**src/rtl/alu_md_ctrl_if.sv**
```systemverilog
// alu_md_ctrl_if: issue/decode/write-back bundle between control unit, alu_md_ctrl and the write-back mux
interface alu_md_ctrl_if #(parameter int WIDTH = 32, parameter int CTRL_W = 4);
  logic valid_in;
  logic [3:0] aluop;
  logic [WIDTH-1:0] instr, src_a, src_b;
  logic [CTRL_W-1:0] alu_ctrl;
  logic ctrl_valid;
  logic [1:0] rd_sel;
  logic illegal, stall, md_busy, md_done, div_zero;
  logic [WIDTH-1:0] hi, lo;
  modport master (
    output valid_in, aluop, instr, src_a, src_b,
    input alu_ctrl, ctrl_valid, rd_sel, illegal, stall, md_busy, md_done, div_zero, hi, lo
  );
  modport slave (
    input valid_in, aluop, instr, src_a, src_b,
    output alu_ctrl, ctrl_valid, rd_sel, illegal, stall, md_busy, md_done, div_zero, hi, lo
  );
endinterface

```
**src/rtl/alu_md_ctrl.sv**
```systemverilog
// alu_md_ctrl: registered ALU-control decoder with iterative mult/div sequencer and HI/LO registers
module alu_md_ctrl #(
  parameter int WIDTH = 32,
  parameter int CTRL_W = 4
) (
  input logic clk,
  input logic rst,
  alu_md_ctrl_if.slave bus
);
  localparam int CW = $clog2(WIDTH);
  typedef enum logic [1:0] {IDLE, RUN, FIX} state_t;
  state_t state, nxt;
  logic [CW-1:0] cnt;
  logic [WIDTH-1:0] acc, q, m, ra;
  logic sa, sb, is_div, bz;
  logic [5:0] funct;
  logic [3:0] code;
  logic [1:0] rsel;
  logic ill, is_md, accept, start, ld_sa, ld_sb;
  logic [WIDTH:0] sum, t;
  logic [WIDTH-1:0] diff, quo, rem;
  logic ge;
  logic [2*WIDTH-1:0] prod;
  assign funct = bus.instr[5:0];
  always_comb begin
    code = '0;
    rsel = '0;
    ill = 1'b0;
    is_md = 1'b0;
    case (bus.aluop)
      4'h1: code = 4'd1;
      4'h3: code = 4'd2;
      4'h4: code = 4'd3;
      4'h5: code = 4'd8;
      4'h6: code = 4'd9;
      4'h7: code = 4'd10;
      4'h8: code = 4'd11;
      4'h9: code = 4'd12;
      4'hA: code = 4'd13;
      4'h2: begin
        if (funct < 6'h08 || funct == 6'h0E || funct == 6'h0F) code = funct[3:0];
        else if (funct == 6'h10) rsel = 2'b01;
        else if (funct == 6'h12) rsel = 2'b10;
        else if (funct[5:2] == 4'b0110) is_md = 1'b1;
        else ill = 1'b1;
      end
      default: code = '0;
    endcase
  end
  assign bus.md_busy = state != IDLE;
  assign bus.stall = bus.valid_in & bus.md_busy & (is_md | (|rsel));
  assign accept = bus.valid_in & ~bus.stall;
  assign start = accept & is_md;
  // even funct codes (mult, div) are the signed variants
  assign ld_sa = ~funct[0] & bus.src_a[WIDTH-1];
  assign ld_sb = ~funct[0] & bus.src_b[WIDTH-1];
  always_comb begin
    nxt = state == IDLE ? (start ? RUN : IDLE) :
          state == RUN ? (cnt == CW'(WIDTH - 1) ? FIX : RUN) : IDLE;
  end
  // multiply: {acc,q} shifts right while adding m; divide: restoring, remainder in acc
  assign sum = {1'b0, acc} + {1'b0, q[0] ? m : '0};
  assign t = {acc, q[WIDTH-1]};
  assign ge = t >= {1'b0, m};
  assign diff = t[WIDTH-1:0] - m;
  assign prod = (sa ^ sb) ? -{acc, q} : {acc, q};
  assign quo = (sa ^ sb) ? -q : q;
  assign rem = sa ? -acc : acc;
  always_ff @(posedge clk) begin
    if (rst) begin
      state <= IDLE;
      cnt <= '0;
      acc <= '0;
      q <= '0;
      m <= '0;
      ra <= '0;
      sa <= 1'b0;
      sb <= 1'b0;
      is_div <= 1'b0;
      bz <= 1'b0;
      bus.alu_ctrl <= '0;
      bus.ctrl_valid <= 1'b0;
      bus.rd_sel <= '0;
      bus.illegal <= 1'b0;
      bus.md_done <= 1'b0;
      bus.div_zero <= 1'b0;
      bus.hi <= '0;
      bus.lo <= '0;
    end else begin
      state <= nxt;
      bus.ctrl_valid <= accept;
      if (accept) begin
        bus.alu_ctrl <= CTRL_W'(code);
        bus.rd_sel <= rsel;
        bus.illegal <= ill;
      end
      bus.md_done <= state == FIX;
      bus.div_zero <= state == FIX && is_div && bz;
      if (state == IDLE && start) begin
        cnt <= '0;
        acc <= '0;
        q <= ld_sa ? -bus.src_a : bus.src_a;
        m <= ld_sb ? -bus.src_b : bus.src_b;
        ra <= bus.src_a;
        sa <= ld_sa;
        sb <= ld_sb;
        is_div <= funct[1];
        bz <= bus.src_b == '0;
      end else if (state == RUN) begin
        cnt <= cnt + CW'(1);
        acc <= is_div ? (ge ? diff : t[WIDTH-1:0]) : sum[WIDTH:1];
        q <= is_div ? {q[WIDTH-2:0], ge} : {sum[0], q[WIDTH-1:1]};
      end else if (state == FIX) begin
        bus.hi <= is_div ? (bz ? ra : rem) : prod[2*WIDTH-1:WIDTH];
        bus.lo <= is_div ? (bz ? '1 : quo) : prod[WIDTH-1:0];
      end
    end
  end
endmodule

```
**src/flat_wrapper.sv**
```systemverilog
// flat-port wrapper written by rule: the top's interface ports become plain ports
module alu_md_ctrl_flat 
#(
  parameter int WIDTH = 32,
  parameter int CTRL_W = 4
)
  (clk, rst, bus_valid_in, bus_aluop, bus_instr, bus_src_a, bus_src_b, bus_alu_ctrl, bus_ctrl_valid, bus_rd_sel, bus_illegal, bus_stall, bus_md_busy, bus_md_done, bus_div_zero, bus_hi, bus_lo);
  alu_md_ctrl_if #(.WIDTH(WIDTH), .CTRL_W(CTRL_W)) bus_i ();
  input logic clk;
  input logic rst;
  input wire logic [$bits(bus_i.valid_in)-1:0] bus_valid_in;
  input wire logic [$bits(bus_i.aluop)-1:0] bus_aluop;
  input wire logic [$bits(bus_i.instr)-1:0] bus_instr;
  input wire logic [$bits(bus_i.src_a)-1:0] bus_src_a;
  input wire logic [$bits(bus_i.src_b)-1:0] bus_src_b;
  output wire logic [$bits(bus_i.alu_ctrl)-1:0] bus_alu_ctrl;
  output wire logic [$bits(bus_i.ctrl_valid)-1:0] bus_ctrl_valid;
  output wire logic [$bits(bus_i.rd_sel)-1:0] bus_rd_sel;
  output wire logic [$bits(bus_i.illegal)-1:0] bus_illegal;
  output wire logic [$bits(bus_i.stall)-1:0] bus_stall;
  output wire logic [$bits(bus_i.md_busy)-1:0] bus_md_busy;
  output wire logic [$bits(bus_i.md_done)-1:0] bus_md_done;
  output wire logic [$bits(bus_i.div_zero)-1:0] bus_div_zero;
  output wire logic [$bits(bus_i.hi)-1:0] bus_hi;
  output wire logic [$bits(bus_i.lo)-1:0] bus_lo;
  assign bus_i.valid_in = bus_valid_in;
  assign bus_i.aluop = bus_aluop;
  assign bus_i.instr = bus_instr;
  assign bus_i.src_a = bus_src_a;
  assign bus_i.src_b = bus_src_b;
  assign bus_alu_ctrl = bus_i.alu_ctrl;
  assign bus_ctrl_valid = bus_i.ctrl_valid;
  assign bus_rd_sel = bus_i.rd_sel;
  assign bus_illegal = bus_i.illegal;
  assign bus_stall = bus_i.stall;
  assign bus_md_busy = bus_i.md_busy;
  assign bus_md_done = bus_i.md_done;
  assign bus_div_zero = bus_i.div_zero;
  assign bus_hi = bus_i.hi;
  assign bus_lo = bus_i.lo;
  alu_md_ctrl #(.WIDTH(WIDTH), .CTRL_W(CTRL_W)) u_core (.clk(clk), .rst(rst), .bus(bus_i));
endmodule
```
**config.mk**
```make
export PLATFORM = sky130hd
export DESIGN_NAME = alu_md_ctrl_flat
export DESIGN_NICKNAME = d
export VERILOG_FILES = /design/src/rtl/alu_md_ctrl_if.sv /design/src/rtl/alu_md_ctrl.sv /design/src/flat_wrapper.sv
export SDC_FILE = /design/constraint.sdc
export NUM_CORES = 1
export LEC_CHECK = 0
export CORE_MARGIN = 2
export CORE_UTILIZATION = 40
export DETAILED_ROUTE_END_ITERATION = 6
export GPL_ROUTABILITY_DRIVEN = 0
export SETUP_SLACK_MARGIN = 0.1
export SKIP_CTS_REPAIR_TIMING = 1
export SLEW_MARGIN = 25
export SYNTH_ARGS = -nofsm -noshare
export SYNTH_HDL_FRONTEND = slang
export SYNTH_SLANG_ARGS = --single-unit
```
**constraint.sdc**
```tcl
create_clock -name clk -period 3.4 [get_ports clk]
set_input_delay 0.34 -clock clk [delete_from_list [all_inputs] [get_ports clk]]
set_output_delay 0.34 -clock clk [all_outputs]
set_load 0.005 [all_outputs]
```
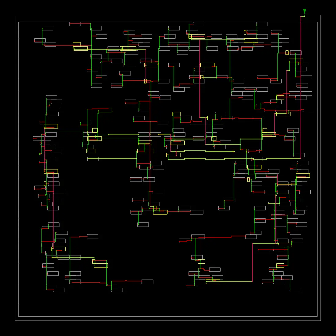
clocks.png
CTS Sinks: 213
clk_skew: 0.0247 ns

==> results.toml <==
# synthesis and place-and-route metrics
[pwr]
powerDensity_mw_per_mm2 = 291
power.leakage_nw = 7.48
switching_share_pct = 25.2
finalPower_mw = 5.76
clock_power_mw = 2.75
p_switching_mw = 1.45

[final_timing]
tightestPinTransition_ns = 0.880
rsz0062_at_grt = "true"
fin_crit_sh_pct = 95.2
drv_slew = 0
fin_hold_ws_ns = 0.342
fin_setup_tns_ns = 0
setup-violations-final = 0
min_period_ns = 3.24
slew_headroom_pct = 41.3

[cells_and_area]
fin_area_sq_mm = 0.0198
syn2layout_area_growth_pct = 24.9
layout_top_cell = "nand2_1"
seq_cells = 213
utilization_pct = 51.0
buffers = 320
final-nonclk-buf-share_pct = 14.4
final-clk-cell-share_pct = 4.21
sh_comb_area_pct = 55.2
logic_area_sq_mm = 0.0109
seq_share_pct = 21.6

[synthesis]
syn_area_per_cell_sq_um = 7.40
top_area_share_pct = 26.9
syn_nets = 2321
area_leaders = "dfxtp_1 (27%), a21oi_1 (6.9%), nand2_1 (5.7%), nor2_1 (5.7%), xnor2_1 (5.6%)"
synth-cells-yosys = 2146
yosys.stat.seqShare_pct = 26.9
ff_type = "dfxtp_1"
ys_chip_area_sq_mm = 0.0159
synthDistinctLibCells = 81

[routing]
drtIter0Drc = 1060
drt_wl_total_mm = 52.2

[floorplan]
fp_util_pct = 40.8
placementRows = 72
die_w_um = 203
taps = 518

[global_routing]
grt_pass1_wl_mm = 81.2
grt-busiest-layer = "met2"
grt_pass1_vias = 15047
gr-usage-all-layers_pct = 24.3

[placed_design]
portBuffers = 152

[setup_path]
critPathBufInv = 3
required_ns = 3.82
cp_top_family = "AND-OR/OR-AND gates"
r2r_end = "u_core.acc[16]"
crit_cells = 14
cp-startpoint = "u_core.q[0]"
endpoint_kind = "flip-flop"
critPathKind = "flip-flop to flip-flop"

[clock_network]
cts_root_buf = "clkbuf_16"
numCtsBuffers = 26
cts_tree = "yes"
clkTransAtPathRegs_ns = 0.06

[flow_run]
warnings = 55
maxCapViolCount = 0

[min_path]
min-delay-start = "rst"

[run_status]
outcome = "finished, final reports clean"
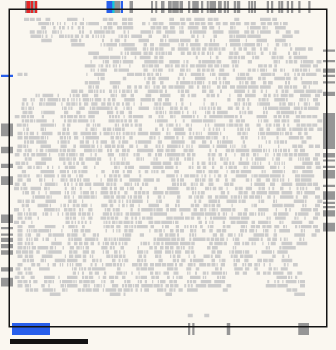
io_placement.png
Bar = 50 um. Pins as bars across the die edge, other pins in grey.
bus_instr: in blue, pins 32, direction input, edge 26 south, 5 north, 1 west. bus_ctrl_valid: in cyan, pins 1, direction output, edge north. bus_aluop: in red, pins 4, direction input, edge north.

[registers in the layout, indices dropped and copies added (netlist names), 2 cells and up]
signal and cells:
u_core.bus.alu_ctrl 4, u_core.state 2, u_core.acc 32, u_core.bus.hi 32, u_core.cnt 5, u_core.q 32, u_core.m 32, u_core.ra 32
u_core.bus.rd_sel 2, u_core.bus.lo 32
[logic make-up after synthesis]
family / share of synthesized area, %
buffers and inverters: 5.90
AND-OR/OR-AND: 26.7
adder cells (fa/ha/maj): 5.77
AND/OR/NAND/NOR: 20.1
flip-flops: 26.9
multiplexers: 4.05
XOR/XNOR: 10.6
[routing by layer]
layer / share of wire, % / vias to the layer above
met1: 45 / 7532
met5: 0 / -
li1: - / 8007
met3: 6.6 / 72
met4: 2.2 / 0
met2: 46 / 536
